==> run_1/floorplan.png <==
(8 px per um) Pins as bars on the die edge. Tap cells in grey.
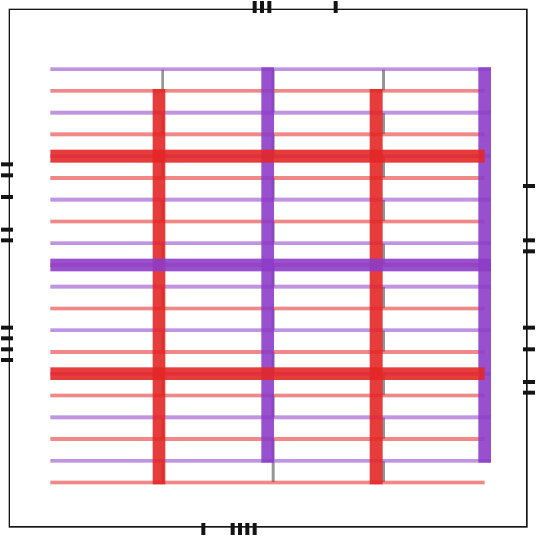
==> run_1/class_map.png <==
(8 px per um) Fill, decap, tap and diode cells in grey.
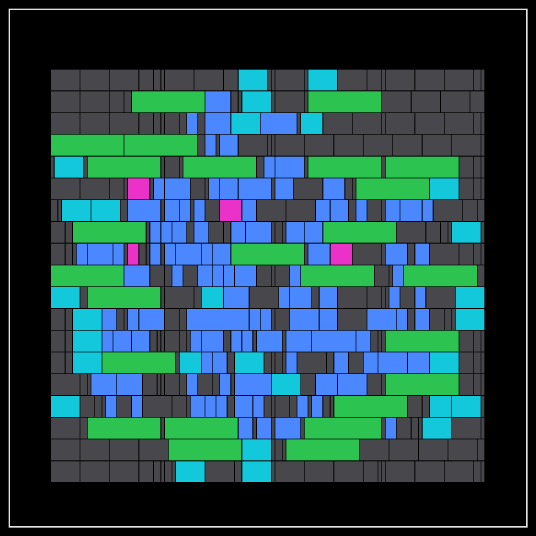
==> run_1/clock_wires.png <==
(6 px per um)
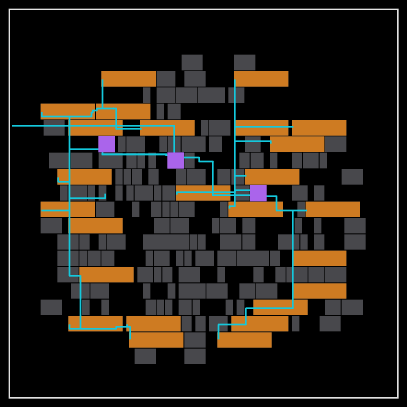
[config.mk]
export PLATFORM = sky130hd
export DESIGN_NAME = cube_redraw_ctrl
export DESIGN_NICKNAME = d
export VERILOG_FILES = /design/src/rtl/cube_gfx_pkg.sv /design/src/rtl/pixel_pass_counter.sv /design/src/rtl/cube_redraw_ctrl.sv
export SDC_FILE = /design/constraint.sdc
export NUM_CORES = 1
export LEC_CHECK = 0
export CORE_MARGIN = 5
export CORE_UTILIZATION = 44
export CTS_CLUSTER_DIAMETER = 80
export DETAILED_ROUTE_END_ITERATION = 16
export HOLD_SLACK_MARGIN = 0.1
export PLACE_DENSITY = 0.8
export SETUP_SLACK_MARGIN = 0.02
export SLEW_MARGIN = 20
export SYNTH_ARGS = -nofsm -noshare
export SYNTH_HDL_FRONTEND = slang
export SYNTH_SLANG_ARGS = --single-unit
export TNS_END_PERCENT = 5
[constraint.sdc]
create_clock -name clk -period 2.45 [get_ports clk]
set_clock_uncertainty 0.15 [all_clocks]
set_input_delay 0.245 -clock clk [delete_from_list [all_inputs] [get_ports clk]]
set_output_delay 0.245 -clock clk [all_outputs]
set_load 0.05 [all_outputs]
[src/rtl/cube_gfx_pkg.sv]
// Shared constants and types for the cube rendering datapath on the 160x120 VGA path.
package cube_gfx_pkg;

  localparam int unsigned SCREEN_W    = 160;
  localparam int unsigned SCREEN_H    = 120;
  localparam int unsigned STICKER_PIX = 64;
  localparam int unsigned NUM_STICKERS = 54;
  localparam int unsigned IDX_W       = 15;

  localparam int unsigned DEFAULT_CLEAR_PIXELS = SCREEN_W * SCREEN_H;
  localparam int unsigned DEFAULT_CUBE_PIXELS  = NUM_STICKERS * STICKER_PIX;

  localparam logic [1:0] PASS_NONE  = 2'd0;
  localparam logic [1:0] PASS_CLEAR = 2'd1;
  localparam logic [1:0] PASS_CUBE  = 2'd2;

  typedef enum logic [2:0] {
    ST_IDLE  = 3'd0,
    ST_SNAP  = 3'd1,
    ST_CLEAR = 3'd2,
    ST_CUBE  = 3'd3,
    ST_DONE  = 3'd4
  } redraw_state_t;

endpackage

[src/rtl/pixel_pass_counter.sv]
// Pixel index counter for one pass; wraps to zero on the last accepted index so the
// next pass (or the idle state) starts from idx 0 without an extra cycle.
module pixel_pass_counter #(
  parameter int unsigned W       = 15,
  parameter int unsigned LIMIT_A = 19200,
  parameter int unsigned LIMIT_B = 3456
) (
  input  logic         clk,
  input  logic         resetn,
  input  logic         clr,
  input  logic         adv,
  input  logic         sel_b,
  output logic [W-1:0] count,
  output logic         last_c
);

  localparam logic [W-1:0] LAST_A = W'(LIMIT_A - 1);
  localparam logic [W-1:0] LAST_B = W'(LIMIT_B - 1);

  assign last_c = (count == (sel_b ? LAST_B : LAST_A));

  always_ff @(posedge clk or negedge resetn) begin
    if (!resetn) begin
      count <= '0;
    end else if (clr) begin
      count <= '0;
    end else if (adv) begin
      count <= last_c ? '0 : count + W'(1);
    end
  end

endmodule

[src/rtl/cube_redraw_ctrl.sv]
// Redraw sequencer: coalesces redraw requests into snapshot, optional clear pass and cube pass.
module cube_redraw_ctrl
  import cube_gfx_pkg::*;
#(
  parameter int unsigned CLEAR_PIXELS = DEFAULT_CLEAR_PIXELS,
  parameter int unsigned CUBE_PIXELS  = DEFAULT_CUBE_PIXELS,
  parameter int unsigned CLEAR_EVERY  = 1
) (
  input  logic             clk,
  input  logic             resetn,
  input  logic             redraw_req,
  input  logic             pix_ready,
  output logic             pix_valid,
  output logic [1:0]       pass,
  output logic [IDX_W-1:0] idx,
  output logic             snapshot,
  output logic             busy,
  output logic             done
);

  redraw_state_t state;
  logic          pending;
  logic          first_frame;
  logic          accept_c;
  logic          last_c;

  assign accept_c = pix_valid && pix_ready;

  pixel_pass_counter #(
    .W       (IDX_W),
    .LIMIT_A (CLEAR_PIXELS),
    .LIMIT_B (CUBE_PIXELS)
  ) u_counter (
    .clk    (clk),
    .resetn (resetn),
    .clr    (state == ST_IDLE),
    .adv    (accept_c),
    .sel_b  (state == ST_CUBE),
    .count  (idx),
    .last_c (last_c)
  );

  // Reset leaves pending set so the first full frame starts on its own.
  always_ff @(posedge clk or negedge resetn) begin
    if (!resetn) begin
      state       <= ST_IDLE;
      pending     <= 1'b1;
      first_frame <= 1'b1;
      pix_valid   <= 1'b0;
      pass        <= PASS_NONE;
      snapshot    <= 1'b0;
      busy        <= 1'b0;
      done        <= 1'b0;
    end else begin
      if (redraw_req) pending <= 1'b1;
      case (state)
        ST_IDLE: begin
          if (pending || redraw_req) begin
            state    <= ST_SNAP;
            pending  <= 1'b0;
            snapshot <= 1'b1;
            busy     <= 1'b1;
          end
        end
        ST_SNAP: begin
          snapshot  <= 1'b0;
          pix_valid <= 1'b1;
          if ((CLEAR_EVERY != 0) || first_frame) begin
            state <= ST_CLEAR;
            pass  <= PASS_CLEAR;
          end else begin
            state <= ST_CUBE;
            pass  <= PASS_CUBE;
          end
        end
        ST_CLEAR: begin
          if (accept_c && last_c) begin
            state <= ST_CUBE;
            pass  <= PASS_CUBE;
          end
        end
        ST_CUBE: begin
          if (accept_c && last_c) begin
            state     <= ST_DONE;
            pix_valid <= 1'b0;
            pass      <= PASS_NONE;
            busy      <= 1'b0;
            done      <= 1'b1;
          end
        end
        ST_DONE: begin
          done        <= 1'b0;
          first_frame <= 1'b0;
          state       <= ST_IDLE;
        end
        default: begin
          state     <= ST_IDLE;
          pix_valid <= 1'b0;
          pass      <= PASS_NONE;
          snapshot  <= 1'b0;
          busy      <= 1'b0;
          done      <= 1'b0;
        end
      endcase
    end
  end

endmodule

==> summary.txt, run 1 <==
fresh numbers from the pnr run: status finished, final reports clean, DP Wirelength about 2200 um, ao+oa area frac 11.10%, critical path type reg -> reg, crit path launch u_counter.count[13]$_DFFE_PN0P_, largest area contributor in the netlist dfrtp_1, n_taps 31, logic area 643.1 um2, first-pass GRT wire length 4926 um, initial antenna violation count 0, Max FO, Critical Path 4, fill count between 200 and 250, Mapped Nets approximately 140, Max-area cell share between 40% and 50%, Chip Area, Yosys about 1300 um2, Max stage delay cell, worst path dfrtp_1, Setup Fix Bufs, Post-CTS 0, dpl ws ~220 ps, fraction of layout cells with a size suffix above 1 8.485%, Final Max-Slew Violation Tally 0, post-placement cell area between 1500 and 2000 um2, Total Power ~1000 uW, Non-clock buffer share about 17%, RSZ-0062 raised after global routing no, post_cts resized 0, Routed WL per cell between 10 and 15 um, main logic family after synthesis simple AND/OR/NAND/NOR gates, Comb pwr share between 30% and 40%, most numerous logic cells after layout nor2_1, dfrtp_1, clkdlybuf4s50_1, EDFF count, synth 0
Notes on floorplan.png above:
VDD -> purple
VSS -> red
met1 rails = 20
met5 straps = 3
tap cells = 31
rows = 19
signal pins = 25

Notes on class_map.png above:
remaining logic cells -> blue  # cells 108
remaining buffers and delay cells -> cyan  # cells 28
clock drivers and dummy loads -> magenta  # cells 4
registers -> green  # cells 25

Notes on clock_wires.png above:
flip-flops -> orange  # count 25
clock-net drivers -> purple  # count 3
clock wires -> cyan  # length 264 um
routed clock nets = 4

## run 1: per-layer routing
metal	part of all wire [%]	global-route usage, %
met4	0	2.902
met3	3.7	3.282
met5	0	0
met2	48	24.48
met1	48	19.65
## run 1: registers in the layout, indices dropped and copies added, names as in the netlist
name and flops:
state 3, snapshot 1, done 1, busy 1, pass 2, pix_valid 1
pending 1, u_counter.count 15
## run 1: power groups by stage
stage	clock network (uW)	logic, uW	registers, uW
final	180	316	506
after global routing	202	333	514
after CTS	188	320	506
after detailed placement	0	318	513
after global placement	0	310	511
after floorplan	0	68.2	644
## run 1: through the flow
stage	cells	hold WS [ps]
3_5_place_dp	192	338.8
2_1_floorplan	137	-200.6
3_3_place_gp	192	329.9
4_1_cts	196	133.3
5_1_grt	196	149.1
6_report	196	127.9
==> run_1/layers.png <==
(8 px per um)
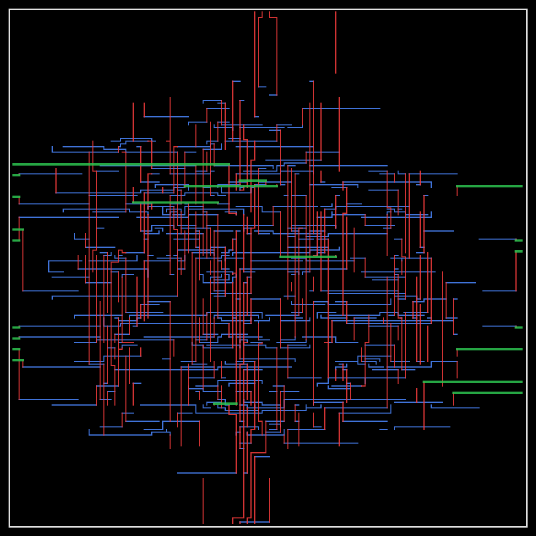

==> run 1 -> run 2 <==
- clock period: 2.45 -> 2.6 ns (I/O delays scaled with it)
==> run_2/layers.png <==
(8 px per um)
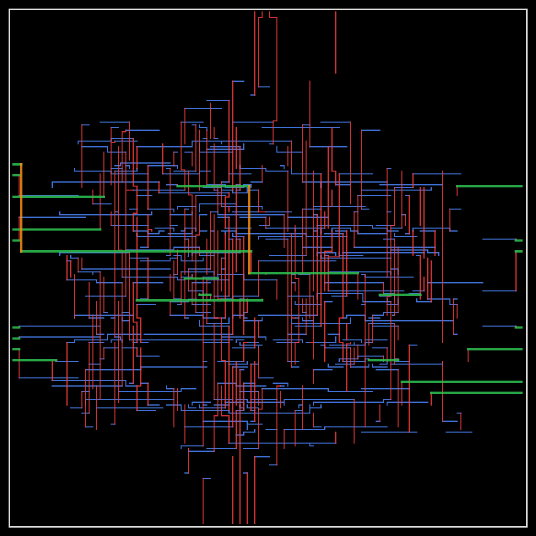
M3 -> green  # wire length 156 um
M2 -> red  # wire length 1400 um
M1 -> blue  # wire length 1270 um
M4 -> orange  # wire length 21.8 um

==> run_2/congestion_map.png <==
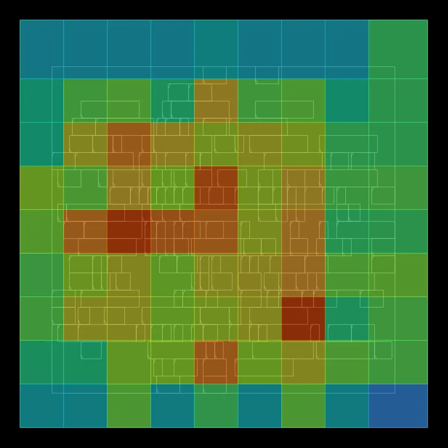
global route hottest layer: met2
met2 Use GR: 24.87%

==> run 2 against run 1 <==
Cell count decreased by 0.51%. Core utilization down 0.27 points. Global-route usage up 0.26 points. Sequential share of layout area up 0.18 points. Highest routed layer is now met4. Clock power decreased by 5%. Synthesized cell count did not move. Combinational power decreased by 6%. Count of clock-buffer cells in the layout unchanged. Maximum frequency is 0.33% higher. Final area decreased by 0.46%.
==> summary.txt, run 2 <==
fresh numbers from the pnr run: crit path launch state[1]$_DFFE_PN0P_, Post-Place Cells approximately 190, Cell Count, Final, Fillers Out 195, Largest register FFs 15, n_taps 31, grt met1 use 18.88%, DP Wirelength 2109 um, EDFF count, synth 0, Max FO, Critical Path 13, fraction of layout cells with a size suffix above 1 ~8%, nets about 170, Mapped Nets approximately 140, RSZ-0062 raised after global routing no, Final Max-Slew Violation Tally 0, Max-area cell share a little under half, logic area about 640 um2, Tool Warnings 26, Setup crit end pass[1]$_DFFE_PN0P_, Logic inverters 3, status finished, final reports clean, largest net degree at the start of global routing 26, dpl ws ~330 ps, clk_lat worst skew ~320 ps, critical path type reg -> reg, initial antenna violation count 0, Non-clock buffer share 16.33%, most numerous logic cells after layout nor2_1, dfrtp_1, clkdlybuf4s50_1, Total Power roughly 950 uW, met1 WL between 1000 and 1500 um, largest area contributor in the netlist dfrtp_1, fill count between 200 and 300, Regs by FF count u_counter.count: 15 flops, state: 3 flops, pass: 2 flops, met2 WL around 1400 um, Cell area leaders dfrtp_1, nor2_1, xor2_1, post-placement cell area about 1600 um2, Top reg by flops u_counter.count, first-pass GRT wire length just under 5000 um, Setup Fix Bufs, Post-CTS 0, Routed WL per cell ~15 um, GR Util met3 a little under 5%, Chip Area, Yosys ~1300 um2, worst hold slack 134.9 ps, post_cts resized 0, FP Util 46.61%, full die area roughly 4200 um2
==> run_2/clock_wires.png <==
(6 px per um)
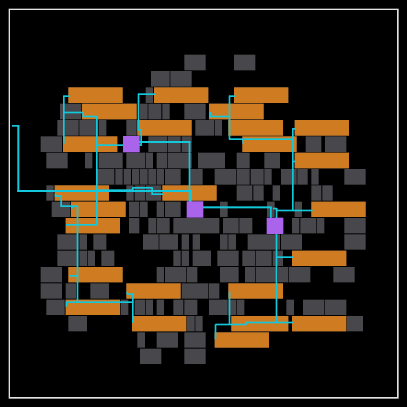
clock-net drivers -> purple  # count 3
flip-flops -> orange  # count 25
clock wires -> cyan  # length 280 um
routed clock nets = 4

## run 2: cell counts after synthesis
No cell type changed its count.
## run 2: logic make-up after synthesis
| family | count (synthesis) | synth area share (%) |
|---|---|---|
| muxes | 3 | 2.679 |
| and+or+nand+nor | 69 | 27.08 |
| AOI/OAI and AO/OA | 21 | 11.10 |
| adders and majority gates | 1 | 0.9568 |
| DFF | 25 | 47.94 |
| xor gates and xnor gates | 11 | 7.369 |
| buffers and inverters | 7 | 2.870 |
## run 2: worst max-delay path: stages, from the launching register on
cell and delay [ps]:
dfrtp_1 590, nand3b_1 240, and3_1 270, o21ai_2 210
mux2_4 320, a32o_1 250
## run 2: power by group
group	total, uW	switching (uW)	internal (uW)
sequential	479	53.4	426
combinational	297	198	99.1
clock	171	111	60.0
total	947	362	585
==> run_2/floorplan.png <==
(8 px per um) Pins as bars on the die edge. Tap cells in grey.
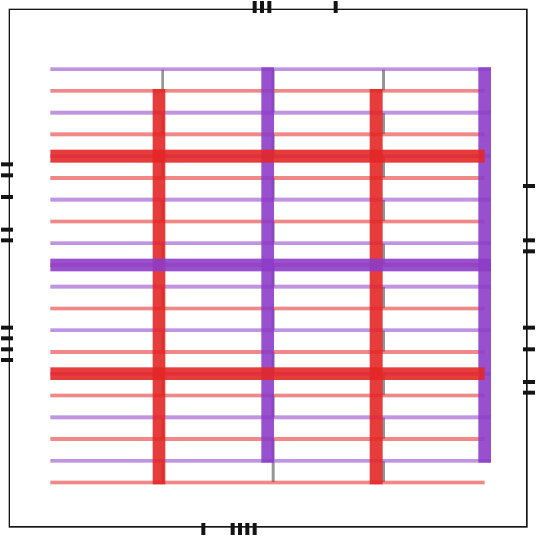

==> run 2 -> run 3 <==
- clock period: 2.6 -> 2.1 ns (I/O delays scaled with it)
==> run_3/floorplan.png <==
(8 px per um) Pins as bars on the die edge. Tap cells in grey.
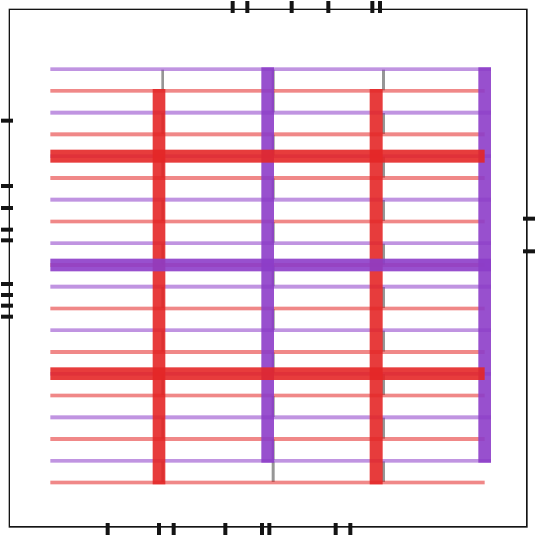
VDD -> purple
VSS -> red
met5 straps = 3
tap cells = 31
met1 rails = 20

==> run_3/class_map.png <==
(8 px per um) Fill, decap, tap and diode cells in grey.
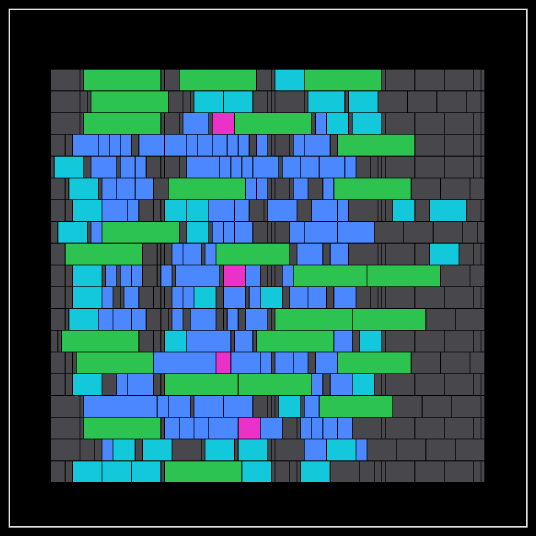
remaining logic cells -> blue  # cells 108
clock drivers and dummy loads -> magenta  # cells 4
remaining buffers and delay cells -> cyan  # cells 37
registers -> green  # cells 25
design area: 1734 um2
sequential cell area share: 37.30%
row count: 19

==> run 3 against run 2 <==
Synthesized cell count unchanged. Sequential power increased by 27%. Global-route usage rose by 2.3 points. Sequential share of layout area down 1.7 points. Non-clock buffer count rose by 10. Worst hold slack gained 220 ps. Register-to-register slack worse by 410 ps. Critical path type unchanged. Critical endpoint unchanged. Largest power group unchanged. Highest routed layer unchanged.
==> summary.txt, run 3 <==
fresh numbers from the pnr run: status finished, final reports clean, first-pass GRT wire length 5713 um, FP Util 46.61%, EDFF count, synth 0, Max FO, Critical Path 4, post-placement cell area between 1500 and 2000 um2, Max stage delay cell, worst path dfrtp_1, ao+oa area frac between 10% and 20%, delay of the slowest critical-path stage 440 ps, DP Wirelength 2435 um, Max-area cell share 45.93%, logic area 664.4 um2, full die area between 4000 and 5000 um2, critical path type reg -> reg, largest area contributor in the netlist dfrtp_1, largest net degree at the start of global routing 26, Total Power about 1200 uW, most numerous logic cells after layout nor2_1, clkdlybuf4s50_1, dfrtp_2, Cell Count, Final, Fillers Out ~210, n_taps 31, Post-Place Cells ~200, dpl ws 32.97 ps, Largest register FFs 15, Non-clock buffer share around 20%, crit path launch u_counter.count[14]$_DFFE_PN0P_, CP Cell Sequence nand4bb_1 > nor3_2 > o21ai_2 > mux2_4 > a32o_1, Regs by FF count u_counter.count: 15 flops, state: 3 flops, pass: 2 flops, fill count ~240, fraction of layout cells with a size suffix above 1 24.14%, Crit path depth 5, XOR-XNOR Cells, Area Fraction 7.368%, Mapped Nets between 100 and 150, Synth mux share 2.679%, Final Max-Slew Violation Tally 0
==> run_3/congestion_map.png <==
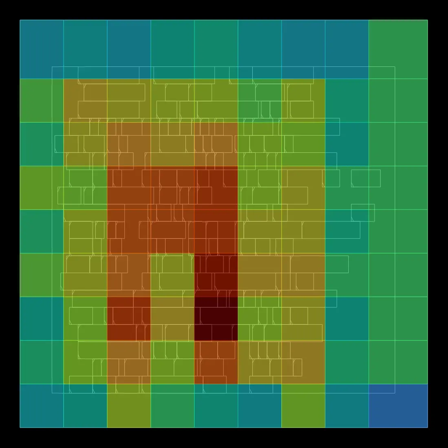
GRT Util Overall: 17.24%
Routed WL per cell: 15.60 um
final core occ: 61.82%

run 3: netlist changes by cell type in the layout (fill, tap and decap cells not counted), sizes merged:
cell           change
dlymetal6s2s       +2
clkinv             +1
buf                +9
dlygate4sd3        +1
clkdlybuf4s50      -2
clkbuf             -1
run 3: timing repair:
item | CTS | global route
endpoints found under the hold margin | 24 | 0
gates resized | 0 | 5
hold buffers | 1 | 0
setup endpoints to repair | 0 | 14
run 3: where the power goes:
part           switching (uW)  total [uW]  internal, uW
Combinational             251         390           139
Clock                     153         224          71.6
Sequential               71.6         608           536
run 3: metal layers:
metal	global-route usage [%]	wire, um
met3	2.418	121
met1	21.58	1369
met5	0	0
met4	7.388	56
met2	29.77	1650
No activity file was given, so power comes from the tool's default toggle rates.
